**Run 1: cell area per tile**

Scale bar: 20 um. The die is cut into 8 by 8 equal tiles; dark purple is low, yellow is high, 0 to 100% covered.
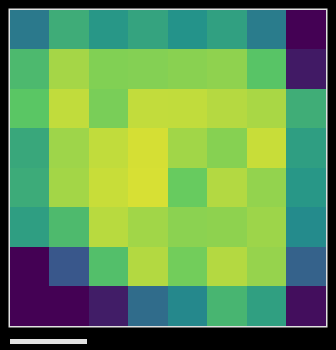
**Run 1: metal layers overlaid**

Two of the layers only.
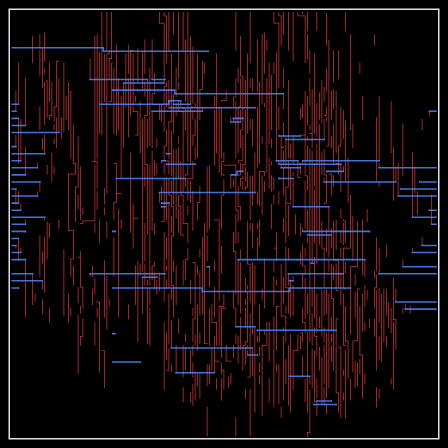
**Run 1: sequential cells grouped by signal name**

Scale bar: 20 um. Other sequential cells in the stronger grey, the rest of the logic in the fainter grey.
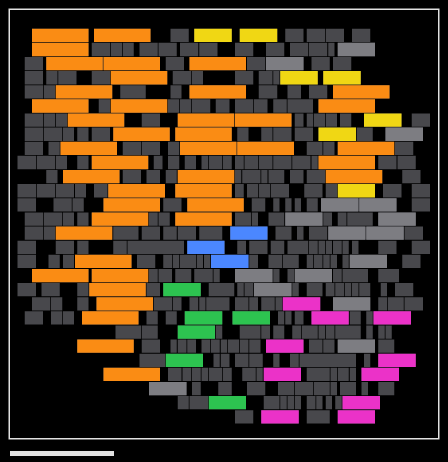
Design display_scanner, sky130hd; sources not shown.
==> flow_metrics.py, run 1 <==
# Metrics from the implementation run
metrics = {
    "global_routing": {
        "grt.met1_usage_pct": 33.0,
        "global_route_wire_length_before_repair_um": 12900,
        "grt_residual_overflow": 0,
        "maximum_number_of_pins_on_one_net_before_global_route_repair": 48,
        "groute.layer.met2.usage_pct": 42.3,
        "grt_busiest_layer": "met2",
    },
    "cells_and_area": {
        "largest_cell_class": "registers",
        "synthToLayoutAreaGrowth_pct": 24.0,
        "layout.sequential_cells": 84,
        "finish.net_count": 440,
        "comb_share_pct": 30.5,
    },
    "detailed_routing": {
        "drt_drc_violations_left": 0,
        "wl_met3_um": 583,
        "top_layer_used": "met4",
    },
    "clocking": {
        "cts_tree": "done",
        "cts-root-buf": "clkbuf_8",
        "cts.sinks": 84,
        "clockBufferDepth": 2,
    },
    "placed_design": {
        "numPlacedInstances": 449,
        "dpl_worst_slack_ps": 1720,
        "dp.final_hpwl_um": 5330,
        "port_buffers": 65,
    },
    "yosys": {
        "synth-xor-area-share_pct": 2.42,
        "ff_type": "edfxtp_1",
        "synth_top_cell_by_area": "edfxtp_1",
        "synth-cells-yosys": 333,
        "netlist_logic_family_top": "simple AND/OR/NAND/NOR gates",
        "yosys.area.top_type_share_pct": 34.8,
        "synth-async-reset-ratio_pct": 0,
        "post_synth_ao_oa_area_fraction_pct": 11.6,
        "post_synth_num_cell_types": 46,
        "fa_ha_area_share_pct": 1.38,
        "synth-area-yosys_um2": 3620,
    },
    "pwr": {
        "irDropWorstVdd_mv": 0.256,
        "power.total_mw": 1.64,
        "netsw_mw": 0.381,
        "pg_clk_mw": 0.591,
        "pwr_per_cell_area_nw_per_um2": 366,
        "maxPowerGroup": "sequential cells",
        "sequential_share_of_power_pct": 54.5,
    },
    "worst_setup_path": {
        "library_cell_contributing_the_largest_single_delay_on_the_critical_path": "and4_1",
        "buffering_stage_count_on_the_worst_path_with_inverters_included": 1,
        "critPathCaptureType": "register",
        "worstSetupPathType": "register to register",
        "worst_setup_sp_type": "register",
    },
    "die": {
        "io_pins": 66,
        "dieHeight_um": 82.4,
        "floorplan.rows": 28,
    },
    "status": {
        "outcome": "completed",
    },
    "flow_run": {
        "drv_cap": 0,
    },
    "final_timing": {
        "max-slew-margin-rel_pct": 33.3,
        "post_route_clock_period_utilization_pct": 64.8,
    },
    "hold_path": {
        "holdCritPathClass": "register to register",
    },
}
About 'cell area per tile':
tiles over 75% full	50%
densest ninth of the die	centre
fullest tile	94%
emptiest ninth of the die	lower left
nearly empty tiles	6.2%
floorplan utilization: 59.7%
fraction of the core area covered by cells at the end of the flow: 74.1%

About 'metal layers overlaid':
layer	colour	wire length
metal 2	red	4120 um
metal 3	blue	583 um
All-Layer GR Usage: 26.6%
detailed-route wire length: 8090 um
via count: 2828
average wire length per cell after detail routing: 17.4 um

About 'sequential cells grouped by signal name':
signal	colour	placed flops
`r_snap`	orange	42
`seg`	yellow	7
`r_slot`	blue	3
`r_div`	magenta	10
`r_blink_cnt`	green	6
not coloured	16
power in sequential cells: 0.897 mW
register cell area after layout: 2100 um2
proportion of cell area occupied by registers: 46.8%

run 1: layout by cell type, fill, tap and decap left out, types with 4 or more instances in the layout:
cell type / synthesis / routed
a221o_1: 7 / 7
mux2i_1: 8 / 8
clkdlybuf4s50_1: 0 / 65
inv_1: 7 / 7
o21ai_0: 5 / 5
a32o_1: 7 / 7
a21oi_1: 22 / 22
edfxtp_1: 42 / 42
nand3_1: 8 / 8
nand2_1: 32 / 32
and3_1: 42 / 42
clkbuf_8: 0 / 9
a211oi_1: 6 / 6
o211ai_1: 6 / 6
dfxtp_1: 42 / 42
nor2_1: 18 / 18
xnor2_1: 8 / 8
ha_1: 4 / 4
run 1: worst reg2reg max path: stages (launching register included):
cell and delay [ps]:
dfxtp_1 650, nor3_2 630, and4_1 910, buf_4 380, and3_1 210
**Run 1: routed metal per tile**

The die is cut into 16 by 16 equal tiles; dark purple is low, yellow is high, scaled to the fullest tile. Values are wire area over tile area, all layers added.
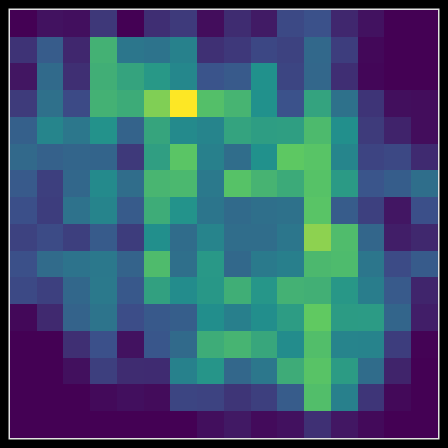

==> run 1 -> run 2 <==
Settings changed: CORE_UTILIZATION 56 to 47, PLACE_DENSITY 0.95 to 0.86.
Clock period 4.5 ns to 2.6 ns, I/O delays scaled along.
**Run 2: routed metal per tile**

The die is cut into 18 by 18 equal tiles; dark purple is low, yellow is high, scaled to the fullest tile. Values are wire area over tile area, all layers added.
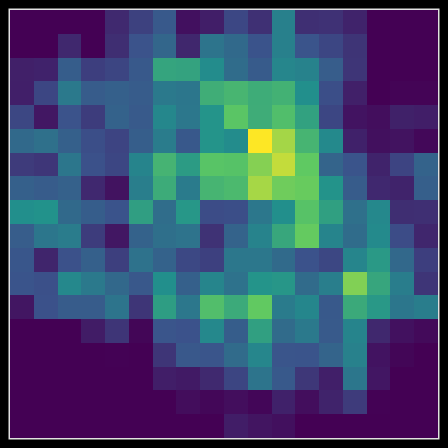
fullest tile	0.59
emptiest ninth of the die	lower left
tiles over half the peak	15%
densest ninth of the die	centre
mean over tiles	0.16
via count: 2783
All-Layer GR Usage: 20.8%
average wire length per cell after detail routing: 15.9 um

**Run 2: metal layers overlaid**

Two of the layers only.
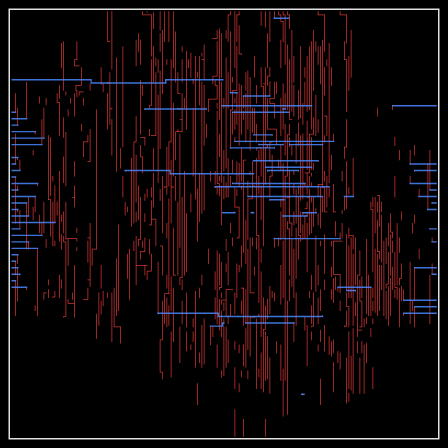
layer	colour	wire length
metal 3	blue	481 um
metal 2	red	3930 um
detailed-route wire length: 7900 um

==> run 2 against run 1 <==
Against the previous run: die size increased by 19%; sequential cell count unchanged; clock-buffer cell count increased by 1; final cell count increased by 6.9%; final area increased by 2.0%; critical path depth increased by 1; largest cell class unchanged.
==> flow_metrics.py, run 2 <==
# Metrics from the implementation run
metrics = {
    "cells_and_area": {
        "synthToLayoutAreaGrowth_pct": 26.4,
        "logic_area_um2": 1370,
        "layout.cells.most_common_list": "clkdlybuf4s50_1, and3_1, dfxtp_1, edfxtp_1, nand2_1",
        "finish.net_count": 448,
        "seq_area_um2": 2100,
        "layout.cells.most_common": "clkdlybuf4s50_1",
    },
    "pwr": {
        "power.total_mw": 2.81,
        "netsw_mw": 0.621,
        "pwr_per_cell_area_nw_per_um2": 613,
        "maxPowerGroup": "sequential cells",
        "power_report.internal_total_mw": 2.19,
        "comb_cell_power_mw": 0.285,
        "power.sequential.total_mw": 1.55,
        "pg_clk_mw": 0.974,
        "pwr-share-clk_pct": 34.7,
        "sequential_share_of_power_pct": 55.1,
        "p_comb_share_pct": 10.1,
        "power.share.switching_pct": 22.1,
        "irDropWorstVdd_mv": 0.315,
    },
    "final_timing": {
        "max-slew-margin-rel_pct": 59.5,
        "worst_hold_slack_ps": 433,
        "post_route_clock_period_utilization_pct": 89.6,
    },
    "die": {
        "die-area_um2": 8060,
        "floorplan.rows": 31,
        "io_pins": 66,
        "dieHeight_um": 89.8,
    },
    "global_routing": {
        "grt.met1_usage_pct": 26.3,
        "grt_busiest_layer": "met2",
        "gr-usage-met3_pct": 5.25,
        "groute.layer.met2.usage_pct": 34.0,
        "grt_antenna_before_repair": 0,
        "maximum_number_of_pins_on_one_net_before_global_route_repair": 43,
        "grt_residual_overflow": 0,
        "global_route_wire_length_before_repair_um": 13100,
    },
    "yosys": {
        "post_synth_ao_oa_area_fraction_pct": 11.6,
        "postSynthCellCount": 333,
        "yosys.area.top_type_share_pct": 34.8,
        "fa_ha_area_share_pct": 1.38,
        "post_synth_num_cell_types": 46,
        "synth-area-yosys_um2": 3620,
        "synth_top_cell_by_area": "edfxtp_1",
        "synth-xor-area-share_pct": 2.42,
        "netlist_logic_family_top": "simple AND/OR/NAND/NOR gates",
        "synth-async-reset-ratio_pct": 0,
        "synth_flop_count": 84,
        "dominant_cells_by_area_after_synthesis": "edfxtp_1, dfxtp_1, and3_1",
        "synth-cells-yosys": 333,
        "ff_type": "edfxtp_1",
    },
    "worst_setup_path": {
        "critPathCaptureType": "register",
        "cp_num_cells": 5,
        "library_cell_contributing_the_largest_single_delay_on_the_critical_path": "o2111a_1",
        "buffering_stage_count_on_the_worst_path_with_inverters_included": 0,
        "worstSetupPathType": "register to register",
        "worst_setup_sp_type": "register",
        "crit_arrival_ps": 2520,
        "critical_path.cell_chain": "and2_1 -> ha_1 -> a222oi_1 -> o2111a_1 -> o211ai_1",
    },
    "clocking": {
        "cts.sinks": 84,
        "worst_skew_pair.late_latency_ps": 350,
        "cts_tree": "done",
        "cts-root-buf": "clkbuf_8",
        "clockBufferDepth": 2,
    },
    "hold_path": {
        "holdCritPathClass": "register to register",
    },
    "placed_design": {
        "dpl_worst_slack_ps": 316,
        "placer_s_final_routability_congestion_estimate": 0.833,
        "port_buffers": 65,
        "dp.final_hpwl_um": 5560,
        "numPlacedInstances": 481,
    },
    "detailed_routing": {
        "top_layer_used": "met4",
        "detail_route.vias_per_cell": 5.60,
        "drt_drc_violations_left": 0,
        "wl_met3_um": 480,
    },
    "flow_run": {
        "drv_cap": 0,
    },
    "status": {
        "outcome": "completed",
    },
}
**Run 2: cell area per tile**

Scale bar: 20 um. The die is cut into 9 by 9 equal tiles; dark purple is low, yellow is high, 0 to 100% covered.
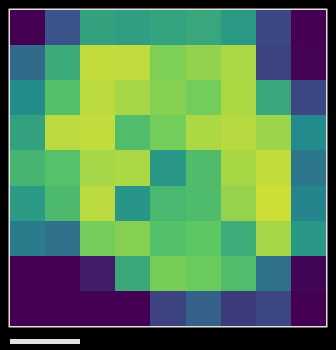
floorplan utilization: 49.4%
fraction of the core area covered by cells at the end of the flow: 62.5%
core box area: 7330 um2

[run 2: cell counts after synthesis]
Identical to the previous run, type by type.
[run 2: area by class of cell]
| type | instances | area share, % |
|---|---|---|
| flip-flops and latches | 84 | 45.9 |
| multi-input cells | 214 | 29.9 |
| repair buffers | 76 | 16.3 |
| clock buffers | 10 | 2.79 |
| well taps | 99 | 2.71 |
| clock inverters | 6 | 1.72 |
| inverters | 8 | 0.656 |
[run 2: kinds of logic (layout without fill, tap and decap cells)]
logic type	after synthesis	after routing
AND-OR/OR-AND	59	59
XOR/XNOR	10	10
adder cells (fa/ha/maj)	4	4
buffers and inverters	35	100
flip-flops	84	84
multiplexers	9	9
AND/OR/NAND/NOR	132	132
Power is estimated from default activity; no workload was simulated.
